Fig. 1: run 1, zoomed window
Window x 68 to 108, y 105 to 145 um. Cells in gray, sequential cells in the stronger gray; small squares are vias.
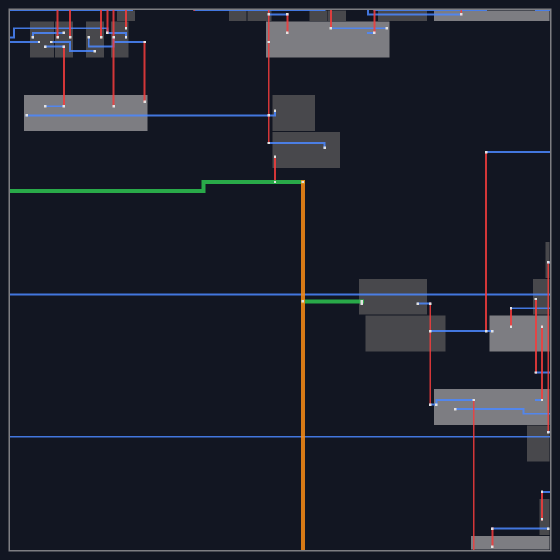
Fig. 2: run 1, selected gate families
Scale: 3 px per um.
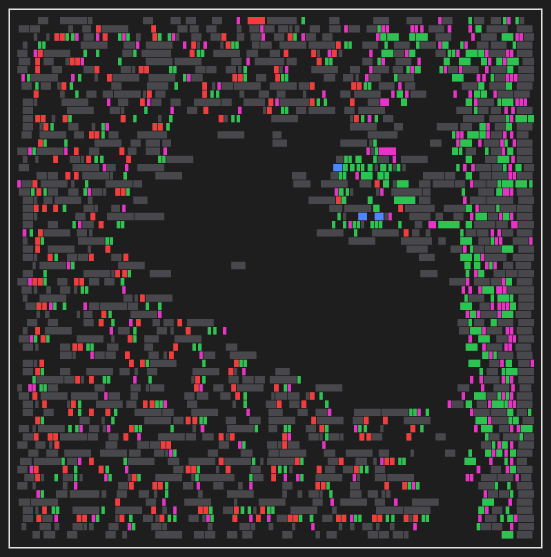
Fig. 3: run 1, routing congestion map
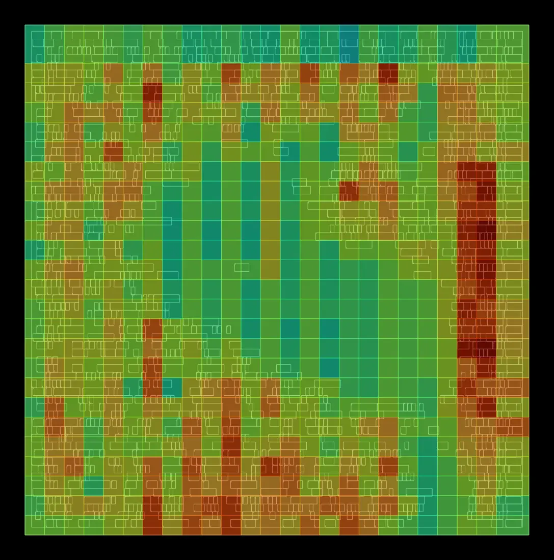
`src/rtl/amber48_dmem_arb.sv`:
```
// -----------------------------------------------------------------------------
// amber48_dmem_arb
// Two-port arbiter in front of amber48_dmem. One access is in flight at a time:
// in IDLE a winner is picked and its request fields are latched; in BUSY the
// latched access is presented to the memory until s_ready_i or a timeout, and
// the completion (ready/rdata/trap) is routed back to the granted port only.
//
// Ports:
//   clk_i, rst_ni : clock (rising edge) and asynchronous active-low reset
//   bus (slave)   : m0/m1 requester ports and s_* memory port
//   busy_o        : an access is in flight (FSM in BUSY)
//   grant_o       : index of the port granted most recently (held)
//
// Parameters:
//   TIMEOUT_CYCLES : BUSY cycles allowed before a trap completion, 0 = never
//
// Build option:
//   AMBER48_DMEM_ARB_RR_EN : round-robin arbitration instead of m0-first
// -----------------------------------------------------------------------------
package amber48_pkg;
  localparam int XLEN = 48;
endpackage

module amber48_dmem_arb
  import amber48_pkg::*;
#(
  parameter int TIMEOUT_CYCLES = 255
) (
  input  logic              clk_i,
  input  logic              rst_ni,
  amber48_dmem_arb_if.slave bus,
  output logic              busy_o,
  output logic              grant_o
);

  // Counter only has to reach TIMEOUT_CYCLES-1.
  localparam int CNT_W = (TIMEOUT_CYCLES > 1) ? $clog2(TIMEOUT_CYCLES) : 1;
  localparam logic [CNT_W-1:0] CNT_LAST =
    CNT_W'((TIMEOUT_CYCLES > 0) ? (TIMEOUT_CYCLES - 1) : 0);
  localparam bit TO_EN = (TIMEOUT_CYCLES > 0);

  typedef enum logic [0:0] {
    ST_IDLE = 1'b0,
    ST_BUSY = 1'b1
  } state_t;

  state_t            state_r;
  state_t            state_nxt_s;
  logic [CNT_W-1:0]  cnt_r;
  logic              we_r;
  logic [XLEN-1:0]   addr_r;
  logic [XLEN-1:0]   wdata_r;
  logic              grant_r;

  logic              any_req_s;
  logic              win_s;
  logic              timeout_s;
  logic              done_s;
  logic              cpl_trap_s;
  logic [XLEN-1:0]   cpl_rdata_s;

  logic              s_req_s;
  logic              s_we_s;
  logic [XLEN-1:0]   s_addr_s;
  logic [XLEN-1:0]   s_wdata_s;
  logic              m0_ready_s;
  logic              m0_trap_s;
  logic [XLEN-1:0]   m0_rdata_s;
  logic              m1_ready_s;
  logic              m1_trap_s;
  logic [XLEN-1:0]   m1_rdata_s;

`ifdef AMBER48_DMEM_ARB_RR_EN
  // Port favoured when both request; reset favours m0.
  logic              rr_next_r;
`endif

  assign any_req_s = bus.m0_req_i | bus.m1_req_i;

  // Winner selection among the current requesters.
  always_comb begin
    win_s = 1'b0;
    if (bus.m0_req_i && bus.m1_req_i) begin
`ifdef AMBER48_DMEM_ARB_RR_EN
      win_s = rr_next_r;
`else
      win_s = 1'b0;
`endif
    end else if (bus.m1_req_i) begin
      win_s = 1'b1;
    end else begin
      win_s = 1'b0;
    end
  end

  // Completion detection: memory ready wins over a coincident timeout.
  always_comb begin
    timeout_s   = 1'b0;
    done_s      = 1'b0;
    cpl_trap_s  = 1'b0;
    cpl_rdata_s = {XLEN{1'b0}};
    if (state_r == ST_BUSY) begin
      timeout_s = TO_EN && !bus.s_ready_i && (cnt_r == CNT_LAST);
      done_s    = bus.s_ready_i | timeout_s;
      if (bus.s_ready_i) begin
        cpl_trap_s  = bus.s_trap_i;
        cpl_rdata_s = bus.s_rdata_i;
      end else begin
        cpl_trap_s  = 1'b1;
        cpl_rdata_s = {XLEN{1'b0}};
      end
    end else begin
      timeout_s   = 1'b0;
      done_s      = 1'b0;
    end
  end

  // FSM state register.
  always_ff @(posedge clk_i or negedge rst_ni) begin
    if (!rst_ni) begin
      state_r <= ST_IDLE;
    end else begin
      state_r <= state_nxt_s;
    end
  end

  // FSM next-state logic.
  always_comb begin
    state_nxt_s = state_r;
    case (state_r)
      ST_IDLE: begin
        if (any_req_s) begin
          state_nxt_s = ST_BUSY;
        end else begin
          state_nxt_s = ST_IDLE;
        end
      end
      ST_BUSY: begin
        if (done_s) begin
          state_nxt_s = ST_IDLE;
        end else begin
          state_nxt_s = ST_BUSY;
        end
      end
      default: state_nxt_s = ST_IDLE;
    endcase
  end

  // Latch the winner's access and grant index at the IDLE->BUSY hand-off.
  always_ff @(posedge clk_i or negedge rst_ni) begin
    if (!rst_ni) begin
      we_r    <= 1'b0;
      addr_r  <= {XLEN{1'b0}};
      wdata_r <= {XLEN{1'b0}};
      grant_r <= 1'b0;
    end else if ((state_r == ST_IDLE) && any_req_s) begin
      we_r    <= win_s ? bus.m1_we_i    : bus.m0_we_i;
      addr_r  <= win_s ? bus.m1_addr_i  : bus.m0_addr_i;
      wdata_r <= win_s ? bus.m1_wdata_i : bus.m0_wdata_i;
      grant_r <= win_s;
    end
  end

`ifdef AMBER48_DMEM_ARB_RR_EN
  // Round-robin pointer: after each grant the other port is favoured.
  always_ff @(posedge clk_i or negedge rst_ni) begin
    if (!rst_ni) begin
      rr_next_r <= 1'b0;
    end else if ((state_r == ST_IDLE) && any_req_s) begin
      rr_next_r <= ~win_s;
    end
  end
`endif

  // Wait counter: held at zero in IDLE so it starts from zero in BUSY.
  always_ff @(posedge clk_i or negedge rst_ni) begin
    if (!rst_ni) begin
      cnt_r <= {CNT_W{1'b0}};
    end else if (state_r == ST_IDLE) begin
      cnt_r <= {CNT_W{1'b0}};
    end else if (!done_s) begin
      cnt_r <= cnt_r + CNT_W'(1);
    end
  end

  // Memory-side drive and completion routing to the granted port only.
  always_comb begin
    s_req_s    = 1'b0;
    s_we_s     = 1'b0;
    s_addr_s   = {XLEN{1'b0}};
    s_wdata_s  = {XLEN{1'b0}};
    m0_ready_s = 1'b0;
    m0_trap_s  = 1'b0;
    m0_rdata_s = {XLEN{1'b0}};
    m1_ready_s = 1'b0;
    m1_trap_s  = 1'b0;
    m1_rdata_s = {XLEN{1'b0}};
    if (state_r == ST_BUSY) begin
      s_req_s   = 1'b1;
      s_we_s    = we_r;
      s_addr_s  = addr_r;
      s_wdata_s = wdata_r;
      if (done_s && !grant_r) begin
        m0_ready_s = 1'b1;
        m0_trap_s  = cpl_trap_s;
        m0_rdata_s = cpl_rdata_s;
      end else if (done_s && grant_r) begin
        m1_ready_s = 1'b1;
        m1_trap_s  = cpl_trap_s;
        m1_rdata_s = cpl_rdata_s;
      end else begin
        m0_ready_s = 1'b0;
        m1_ready_s = 1'b0;
      end
    end else begin
      s_req_s = 1'b0;
    end
  end

  assign bus.s_req_o    = s_req_s;
  assign bus.s_we_o     = s_we_s;
  assign bus.s_addr_o   = s_addr_s;
  assign bus.s_wdata_o  = s_wdata_s;
  assign bus.m0_ready_o = m0_ready_s;
  assign bus.m0_trap_o  = m0_trap_s;
  assign bus.m0_rdata_o = m0_rdata_s;
  assign bus.m1_ready_o = m1_ready_s;
  assign bus.m1_trap_o  = m1_trap_s;
  assign bus.m1_rdata_o = m1_rdata_s;

  assign busy_o  = (state_r == ST_BUSY);
  assign grant_o = grant_r;

endmodule

```
`src/rtl/amber48_dmem_arb_if.sv`:
```
// -----------------------------------------------------------------------------
// amber48_dmem_arb_if
// Bus bundle between the two data-memory requesters (m0 = core, m1 = debug /
// loader), the arbiter and the amber48_dmem slave.
//   m0_*/m1_* : requester side (req, we, addr, wdata in; rdata, ready, trap out)
//   s_*       : memory side (req, we, addr, wdata out; rdata, ready, trap in)
// Modports:
//   slave  : the arbiter's view (receives requester traffic, drives memory)
//   master : the environment's view (drives requests, models the memory)
// -----------------------------------------------------------------------------
interface amber48_dmem_arb_if #(
  parameter int XLEN = 48
);
  logic            m0_req_i;
  logic            m0_we_i;
  logic [XLEN-1:0] m0_addr_i;
  logic [XLEN-1:0] m0_wdata_i;
  logic [XLEN-1:0] m0_rdata_o;
  logic            m0_ready_o;
  logic            m0_trap_o;

  logic            m1_req_i;
  logic            m1_we_i;
  logic [XLEN-1:0] m1_addr_i;
  logic [XLEN-1:0] m1_wdata_i;
  logic [XLEN-1:0] m1_rdata_o;
  logic            m1_ready_o;
  logic            m1_trap_o;

  logic            s_req_o;
  logic            s_we_o;
  logic [XLEN-1:0] s_addr_o;
  logic [XLEN-1:0] s_wdata_o;
  logic [XLEN-1:0] s_rdata_i;
  logic            s_ready_i;
  logic            s_trap_i;

  modport slave (
    input  m0_req_i, m0_we_i, m0_addr_i, m0_wdata_i,
    output m0_rdata_o, m0_ready_o, m0_trap_o,
    input  m1_req_i, m1_we_i, m1_addr_i, m1_wdata_i,
    output m1_rdata_o, m1_ready_o, m1_trap_o,
    output s_req_o, s_we_o, s_addr_o, s_wdata_o,
    input  s_rdata_i, s_ready_i, s_trap_i
  );

  modport master (
    output m0_req_i, m0_we_i, m0_addr_i, m0_wdata_i,
    input  m0_rdata_o, m0_ready_o, m0_trap_o,
    output m1_req_i, m1_we_i, m1_addr_i, m1_wdata_i,
    input  m1_rdata_o, m1_ready_o, m1_trap_o,
    input  s_req_o, s_we_o, s_addr_o, s_wdata_o,
    output s_rdata_i, s_ready_i, s_trap_i
  );
endinterface

```
`src/flat_wrapper.sv`:
```
// flat-port wrapper written by rule: the top's interface ports become plain ports
module amber48_dmem_arb_flat import amber48_pkg::*;
#(
  parameter int TIMEOUT_CYCLES = 255
)
  (clk_i, rst_ni, busy_o, grant_o, bus_m0_req_i, bus_m0_we_i, bus_m0_addr_i, bus_m0_wdata_i, bus_m0_rdata_o, bus_m0_ready_o, bus_m0_trap_o, bus_m1_req_i, bus_m1_we_i, bus_m1_addr_i, bus_m1_wdata_i, bus_m1_rdata_o, bus_m1_ready_o, bus_m1_trap_o, bus_s_req_o, bus_s_we_o, bus_s_addr_o, bus_s_wdata_o, bus_s_rdata_i, bus_s_ready_i, bus_s_trap_i);
  amber48_dmem_arb_if #(.XLEN(48)) bus_i ();
  input  logic clk_i;
  input  logic rst_ni;
  output logic busy_o;
  output logic grant_o;
  input wire logic [$bits(bus_i.m0_req_i)-1:0] bus_m0_req_i;
  input wire logic [$bits(bus_i.m0_we_i)-1:0] bus_m0_we_i;
  input wire logic [$bits(bus_i.m0_addr_i)-1:0] bus_m0_addr_i;
  input wire logic [$bits(bus_i.m0_wdata_i)-1:0] bus_m0_wdata_i;
  output wire logic [$bits(bus_i.m0_rdata_o)-1:0] bus_m0_rdata_o;
  output wire logic [$bits(bus_i.m0_ready_o)-1:0] bus_m0_ready_o;
  output wire logic [$bits(bus_i.m0_trap_o)-1:0] bus_m0_trap_o;
  input wire logic [$bits(bus_i.m1_req_i)-1:0] bus_m1_req_i;
  input wire logic [$bits(bus_i.m1_we_i)-1:0] bus_m1_we_i;
  input wire logic [$bits(bus_i.m1_addr_i)-1:0] bus_m1_addr_i;
  input wire logic [$bits(bus_i.m1_wdata_i)-1:0] bus_m1_wdata_i;
  output wire logic [$bits(bus_i.m1_rdata_o)-1:0] bus_m1_rdata_o;
  output wire logic [$bits(bus_i.m1_ready_o)-1:0] bus_m1_ready_o;
  output wire logic [$bits(bus_i.m1_trap_o)-1:0] bus_m1_trap_o;
  output wire logic [$bits(bus_i.s_req_o)-1:0] bus_s_req_o;
  output wire logic [$bits(bus_i.s_we_o)-1:0] bus_s_we_o;
  output wire logic [$bits(bus_i.s_addr_o)-1:0] bus_s_addr_o;
  output wire logic [$bits(bus_i.s_wdata_o)-1:0] bus_s_wdata_o;
  input wire logic [$bits(bus_i.s_rdata_i)-1:0] bus_s_rdata_i;
  input wire logic [$bits(bus_i.s_ready_i)-1:0] bus_s_ready_i;
  input wire logic [$bits(bus_i.s_trap_i)-1:0] bus_s_trap_i;
  assign bus_i.m0_req_i = bus_m0_req_i;
  assign bus_i.m0_we_i = bus_m0_we_i;
  assign bus_i.m0_addr_i = bus_m0_addr_i;
  assign bus_i.m0_wdata_i = bus_m0_wdata_i;
  assign bus_m0_rdata_o = bus_i.m0_rdata_o;
  assign bus_m0_ready_o = bus_i.m0_ready_o;
  assign bus_m0_trap_o = bus_i.m0_trap_o;
  assign bus_i.m1_req_i = bus_m1_req_i;
  assign bus_i.m1_we_i = bus_m1_we_i;
  assign bus_i.m1_addr_i = bus_m1_addr_i;
  assign bus_i.m1_wdata_i = bus_m1_wdata_i;
  assign bus_m1_rdata_o = bus_i.m1_rdata_o;
  assign bus_m1_ready_o = bus_i.m1_ready_o;
  assign bus_m1_trap_o = bus_i.m1_trap_o;
  assign bus_s_req_o = bus_i.s_req_o;
  assign bus_s_we_o = bus_i.s_we_o;
  assign bus_s_addr_o = bus_i.s_addr_o;
  assign bus_s_wdata_o = bus_i.s_wdata_o;
  assign bus_i.s_rdata_i = bus_s_rdata_i;
  assign bus_i.s_ready_i = bus_s_ready_i;
  assign bus_i.s_trap_i = bus_s_trap_i;
  amber48_dmem_arb #(.TIMEOUT_CYCLES(TIMEOUT_CYCLES)) u_core (.clk_i(clk_i), .rst_ni(rst_ni), .bus(bus_i), .busy_o(busy_o), .grant_o(grant_o));
endmodule
```
`config.mk`:
```
export PLATFORM = sky130hd
export DESIGN_NAME = amber48_dmem_arb_flat
export DESIGN_NICKNAME = d
export VERILOG_FILES = /design/src/rtl/amber48_dmem_arb.sv /design/src/rtl/amber48_dmem_arb_if.sv /design/src/flat_wrapper.sv
export SDC_FILE = /design/constraint.sdc
export NUM_CORES = 1
export LEC_CHECK = 0
export ABC_AREA = 1
export CAP_MARGIN = 20
export CORE_AREA = 2 2 175 177
export CTS_BUF_LIST = sky130_fd_sc_hd__clkbuf_8
export CTS_CLUSTER_DIAMETER = 80
export CTS_CLUSTER_SIZE = 25
export DETAILED_ROUTE_END_ITERATION = 7
export DIE_AREA = 0 0 177 179
export GPL_TIMING_DRIVEN = 0
export PLACE_DENSITY_LB_ADDON = 0.2
export REMOVE_ABC_BUFFERS = 1
export SLEW_MARGIN = 20
export SYNTH_ARGS = -nofsm -noshare
export SYNTH_HDL_FRONTEND = slang
export SYNTH_SLANG_ARGS = --single-unit
```
`constraint.sdc`:
```
create_clock -name clk_i -period 2.15 [get_ports clk_i]
set_input_delay 0.3225 -clock clk_i [delete_from_list [all_inputs] [get_ports clk_i]]
set_output_delay 0.3225 -clock clk_i [all_outputs]
set_load 0.05 [all_outputs]
```
==> Slide: Implementation Results, run 1 <==
Synthesis and Place & Route Summary

Yosys
  • Top non-seq family: simple AND/OR/NAND/NOR gates
  • Yosys stat chip area: 6930 um2
  • Top FF cell, synth: dfrtp_1
  • Synth Area in XOR/XNOR: 0.379%
  • YS warnings: 0
  • Top cells by count: nand2_1, inv_1, o21ai_0
  • FF+latch count, synth: 107
  • Top cells by area: dfrtp_1, nand2_1, inv_1, o21ai_0, nor2_1
  • Mean area per synthesized cell: between 6 and 7 um2
  • Adder Share, Synth: 0.361%
  • Yosys aoi share: 14.5%
  • Multiplexer share: 0%
  • Yosys top cell by area: dfrtp_1

Cells and area
  • Final Cell Area: 13,500 um2
  • Syn-to-layout area delta: 94.7%
  • Diodes inserted: 0
  • Largest registers: u_core.addr_r: 48 flops, u_core.wdata_r: 48 flops, u_core.cnt_r: 8 flops
  • Most frequent cells in the layout: nand2_1, clkdlybuf4s50_1, inv_1
  • Final design utilization: 44.9%

Worst setup path
  • Buf+Inv Stages, Crit Path: 4
  • Crit path max fanout: 6
  • Crit-path max cell delay: 0.40 ns
  • Arr. time, crit path: 2.19 ns
  • Reg2Reg Capture Point: u_core.wdata_r[46]
  • Critical Path Slowest Stage Cell: dfrtp_1
  • WP depth: 12
  • CP Launch Point: u_core.cnt_r[0]
  • Required @ worst endpoint: ~1.8 ns

Timing
  • Max-slew violations: 0
  • Worst setup margin: -0.365 ns
  • Clock skew: 0.0276 ns
  • Achievable Freq: 398 MHz
  • Fin crit period: 2.52 ns
  • Unrepaired setup endpoints after global routing: true
  • Slew margin rel.: 60.6%
  • Worst Tran Pin Value: 0.593 ns
  • # setup viols final: a little under 100

Flow run
  • Maxcap violations: 0

Die
  • Rows: 64
  • Die area: ~32,000 um2
  • IO Count: 448
  • Core ar.: 30,000 um2
  • Floorplan core density: between 20% and 30%

Detailed routing
  • Vias per cell: 4.28
  • Iteration-0 DRC Markers: 415
  • Routed Antenna Nets: 0

Clock tree
  • Htree depth: 3
  • Postcts setup bufs: 24
  • CTS sink count: 107
  • Later-pin clock latency in the skew report: roughly 0.40 ns
  • Clock Path Buffers: 2
  • CTS tree: built
  • Post_cts resized: 1,111
  • CTS clk-pin slew, worst paths: 0.14 ns

Placed design
  • Dpl cells: around 1,900
  • DP HPWL: about 21,000 um
  • GPL Wtd Cong: approximately 0.77
  • DP Worst Slack: -1.07 ns
  • Dpl cell area: 11,900 um2
  • I/O Buffers: ~450

Min path
  • Hold crit path type: input port to asynchronous set/reset pin

Global route
  • First-pass GRT wire length: 45,400 um
  • Largest net degree at the start of global routing: 85

Run status
  • Failing checks: setup timing
  • Status: complete, but fails checks

Pwr
  • IR drop worst, VDD: roughly 630 uV
-- Fig. 1 (at the start) --
red -> M2
blue -> M1
green -> M3
orange -> M4
cells with their middle in the window = 12
sequential cells in the window = 3
most frequent = nand2_1 (3), dfrtp_1 (3), clkbuf_8 (2)

-- Fig. 2 (at the start) --
blue -> xor and xnor cells  # cells 3
magenta -> inv cells  # cells 253, where all over the die
red -> aoi and oai cells  # cells 199
green -> nand cells  # cells 376, where all over the die

-- Fig. 3 (at the start) --
met2 usage: 35.3%
busiest grt layer: met2
WL/cell: 16.4 um
GRT met1 Usage: 19.2%
GRT Util Overall: 18.7%

run 1: routing by layer:
metal,global-route usage (%),share of wire [%],vias up
met3,6.79,9.2,30
met1,19.2,36,3901
li1,-,-,4172
met5,0,0.074,-
met4,5.54,1.8,4
met2,35.3,53,322
run 1: power breakdown:
group          total [mW]  switching, mW  internal [mW]
combinational        6.97           4.58           2.39
sequential           3.12          0.419           2.70
clock                1.35          0.861          0.491
total                11.4           5.86           5.58
run 1: layout make-up:
class	instances	area (um2)
tap	396	495
clock buffer	10	138
sequential	107	2690
timing repair buffer	494	5610
fill	3050	16500
clock inverter	6	62.6
multi-input combinational	702	3530
inverter	253	978
Fig. 4: run 1, register map, names as in the netlist
Scale: 3 px per um. Other sequential cells in the stronger gray, the rest of the logic in the fainter gray.
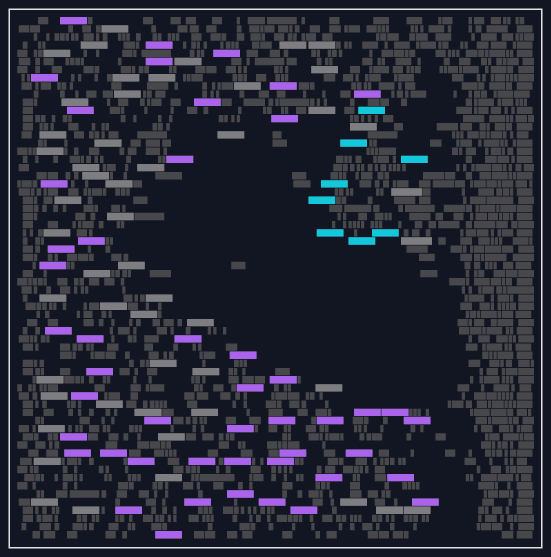

## Run 2: what changed since run 1
Settings changed: CORE_AREA 2 2 175 177 to 2 2 173 175, DIE_AREA 0 0 177 179 to 0 0 175 177.
Clock period 2.15 ns to 3 ns, I/O delays scaled along.
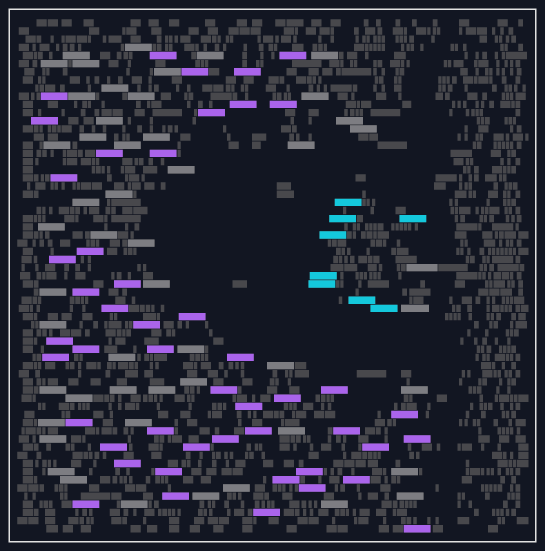
Fig. 5. Register map, names as in the netlist (run 2).
Scale: 3 px per um. Other sequential cells in the stronger gray, the rest of the logic in the fainter gray.
purple -> `u_core.addr_r`  # sequential cells 48
cyan -> `u_core.cnt_r`  # sequential cells 8
not colored = 51

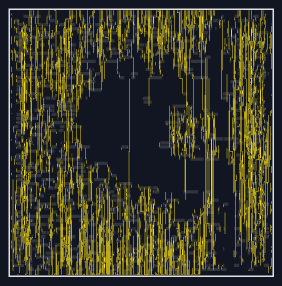
Fig. 6. M2 wires (run 2).
Scale: 1.5 px per um.
main direction = vertical
longest straight run = 111 um

==> Slide: Implementation Results, run 2 <==
Synthesis and Place & Route Summary

Run status
  • Status: finished, final reports clean

Yosys
  • Top FF cell, synth: dfrtp_1
  • Multiplexer share: 0% (unchanged)
  • Yosys stat chip area: 6930 um2 (unchanged)
  • Mean area per synthesized cell: 6.17 um2 (unchanged)
  • Synth Area in XOR/XNOR: 0.379% (unchanged)
  • FF+latch count, synth: 107 (unchanged)
  • Top cells by count: nand2_1, inv_1, o21ai_0

Worst setup path
  • Arr. time, crit path: 2.42 ns (+0.23 ns)
  • Critical Path Slowest Stage Cell: clkdlybuf4s50_1
  • CP Launch Point: u_core.busy_o

Cells and area
  • Combinational gate area: 3080 um2 (-13%)
  • Non-CTS inverters: 253 (unchanged)
  • Dominant kind of cell: non-clock buffers
  • Flip-flops: 107 (unchanged)
  • Final Cell Area: 12,000 um2 (-11%)
  • Clock-cell share: 1.56% (+0.073 points)
  • Multi-input comb cells: 701 (-0.14%)
  • Largest registers: u_core.addr_r: 48 flops, u_core.wdata_r: 48 flops, u_core.cnt_r: 8 flops

Pwr
  • Combinational Power Share: 60.0% (-0.9 points)
  • Sw Pwr: 4.02 mW (-32%)
  • Pwr top: combinational cells
  • Int Pwr: 3.89 mW (-30%)
  • Clock share of power: 11.7% (about the same)
  • Sequential Power: 2.24 mW (-28%)
  • Sw Share: 50.8% (-0.44 points)

Flow run
  • Maxcap violations: 0 (unchanged)

Timing
  • Achievable Freq: 348 MHz
  • # setup viols final: 0 (-100%)
  • Worst Tran Pin Value: 0.633 ns (+0.0399 ns)
  • Worst setup margin: 0.127 ns (+0.493 ns)
  • Fin crit period: around 2.9 ns
  • Slew margin rel.: 57.7% (-3.0 points)
  • Clock skew: 0.0311 ns (+0.00341 ns)

Placed design
  • DP Worst Slack: -0.478 ns (+0.595 ns)
  • I/O Buffers: 447 (unchanged)

Global route
  • GRT Util Overall: 18.8% (+0.14 points)

Detailed routing
  • WL/cell: 15.7 um (-4.5%)
  • Iteration-0 DRC Markers: 297 (-28%)

Clock tree
  • CTS clk-pin slew, worst paths: 0.10 ns (-0.04 ns)
-- run 2: cell counts after synthesis --
Identical to the previous run, type by type.
-- run 2: routing by layer --
| metal | GRT usage [%] | up-vias | wire length (um) | share of wire, % |
|---|---|---|---|---|
| met2 | 34.9 | 313 | 15600 | 51 |
| met1 | 20.2 | 3817 | 11400 | 38 |
| met3 | 6.85 | 25 | 2920 | 9.6 |
| li1 | - | 4138 | - | - |
| met4 | 4.93 | 2 | 464 | 1.5 |
| met5 | 0 | - | 13 | 0.043 |
-- run 2: cell families (layout without fill, tap and decap cells) --
family	Yosys count	count (layout)
AND-OR/OR-AND	199	199
buffers and inverters	322	743
flip-flops	107	107
AND/OR/NAND/NOR	490	497
XOR/XNOR	3	3
adder cells (fa/ha/maj)	2	2
other	0	1
Fig. 7: run 2, zoomed window
Window x 68 to 108, y 104 to 144 um. Cells in gray, sequential cells in the stronger gray; small squares are vias.
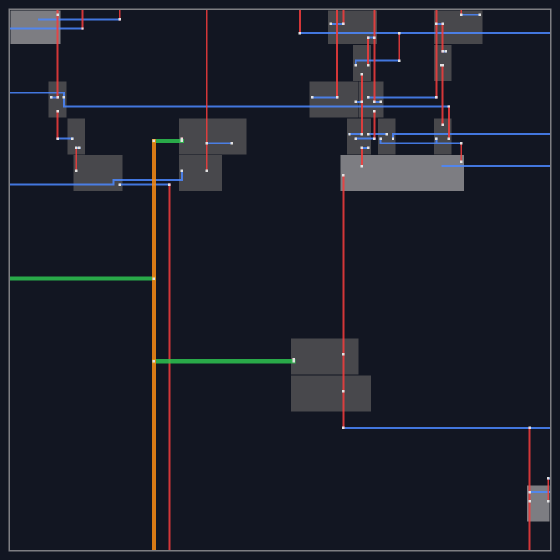

## Run 3: what changed since run 2
Settings changed: CORE_AREA 2 2 173 175 to 2 2 175 177, CTS_CLUSTER_SIZE 25 to 40, DIE_AREA 0 0 175 177 to 0 0 177 179.
Clock period 3 ns to 2.95 ns, I/O delays scaled along.
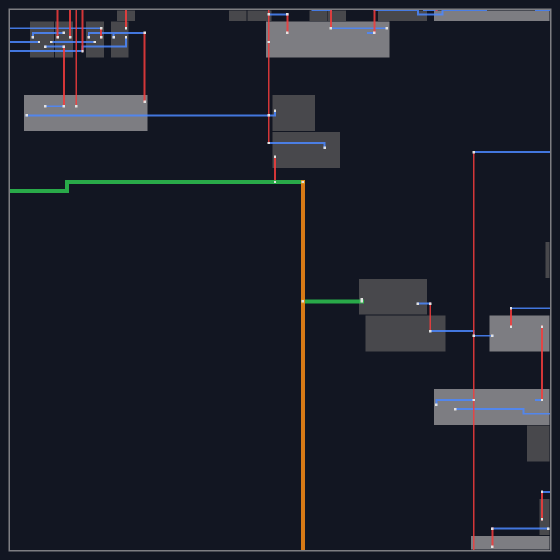
Fig. 8. Zoomed window (run 3).
Window x 68 to 108, y 105 to 145 um. Cells in gray, sequential cells in the stronger gray; small squares are vias.
green -> M3
orange -> M4
red -> M2
blue -> M1
most frequent = nand2_1 (3), dfrtp_1 (3), clkbuf_8 (2)
sequential cells in the window = 3
cells with their middle in the window = 12

==> Slide: Implementation Results, run 3 <==
Synthesis and Place & Route Summary

Detailed routing
  • Iteration-0 DRC Markers: 370 (+25%)
  • WL/cell: 15.5 um (-1.4%)
  • Routed wl met3: 3040 um (+4.3%)
  • Met2 WL: 15,400 um (-1.2%)
  • Metal-1 WL: 11,200 um (-2.4%)

Pwr
  • Sw Share: 50.6% (-0.18 points)
  • Int Pwr: 3.97 mW (+2.0%)
  • Sw Pwr: 4.07 mW (+1.3%)
  • Clock share of power: 12.2% (+0.5 points)
  • Sequential Power: 2.30 mW (+3%)
  • Pwr top: combinational cells

Timing
  • Fin crit period: around 2.8 ns
  • Worst setup margin: 0.137 ns (+0.00968 ns)
  • Clock skew: 0.0306 ns (-0.000456 ns)
  • Achievable Freq: 355 MHz
  • Worst Tran Pin Value: 0.596 ns (-0.0376 ns)

Cells and area
  • Multi-input comb cells: 701 (unchanged)
  • Flip-flops: 107 (unchanged)
  • Fillers: 3,307
  • Non-CTS inverters: 253 (unchanged)
  • Largest registers: u_core.addr_r: 48 flops, u_core.wdata_r: 48 flops, u_core.cnt_r: 8 flops
  • Combinational gate area: 3070 um2 (about the same)
  • Dominant kind of cell: non-clock buffers
  • Final Cell Area: 11,900 um2 (-0.26%)

Global route
  • GRT Util Overall: 18.2% (-0.67 points)
  • Met2 usage: 34.0% (-0.83 points)
  • Busiest grt layer: met2
  • GRT met1 Usage: 18.8% (-1.4 points)
  • Met3 usage: 6.83% (-0.024 points)

Worst setup path
  • WP depth: 4
  • CP Launch Point: u_core.busy_o
  • Critical Path Slowest Stage Cell: clkdlybuf4s50_1

Run status
  • Status: finished, final reports clean

Yosys
  • Mean area per synthesized cell: 6.17 um2 (unchanged)
  • Top cells by count: nand2_1, inv_1, o21ai_0
  • Yosys stat chip area: 6930 um2 (unchanged)
  • FF+latch count, synth: 107 (unchanged)
  • Share of the synthesized area in the top cell type: 38.6%
  • Top FF cell, synth: dfrtp_1
  • Post-synth cell types: 25

Placed design
  • DP Worst Slack: -0.513 ns (-0.0352 ns)

Flow run
  • Maxcap violations: 0 (unchanged)

Clock tree
  • CTS clk-pin slew, worst paths: 0.11 ns (about the same)
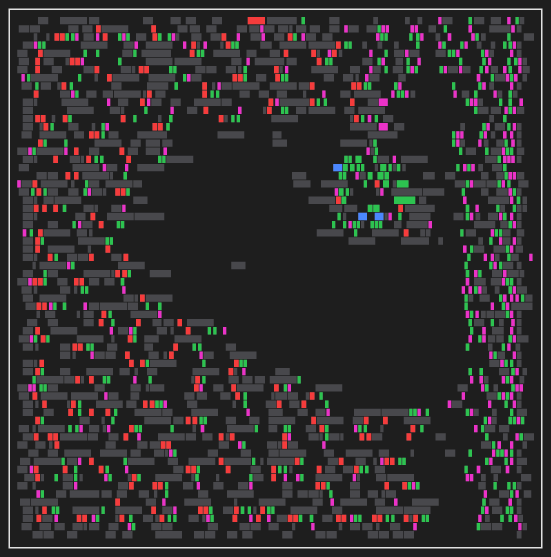
Fig. 9. Selected gate families (run 3).
Scale: 3 px per um.
green -> nand cells  # cells 375, where all over the die
magenta -> inv cells  # cells 253, where all over the die
red -> aoi and oai cells  # cells 199
blue -> xor and xnor cells  # cells 3
final cell count without fillers: 1,952
most frequent logic cell in the layout: nand2_1
Comb area share: 25.7%

[run 3: what timing repair did]
action | in CTS | in global routing
hold buffers | 1 | 0
buffers inserted | 17 | 1
resized | 327 | 191
setup endpoints to repair | 157 | 100
endpoints found under the hold margin | 46 | 0
pin swaps | 8 | 3
cloned | 6 | 1
[run 3: cells by family (layout without fill, tap and decap cells)]
family	count (synthesis)	in the layout	share of synthesized area, %
xor gates and xnor gates	3	3	0.379
and+or+nand+nor	490	497	27.8
buffers and inverters	322	747	18.3
DFF	107	107	38.6
other	0	1	0
adders and majority gates	2	2	0.361
AOI/OAI and AO/OA	199	199	14.5
[run 3: tightest hold or removal path: cells and delay by family (launching register included)]
family          cells  cell delay, ns
simple gates        1            0.05
flops               1            0.36
compound gates      1            0.05
Power and IR drop assume default switching activity.
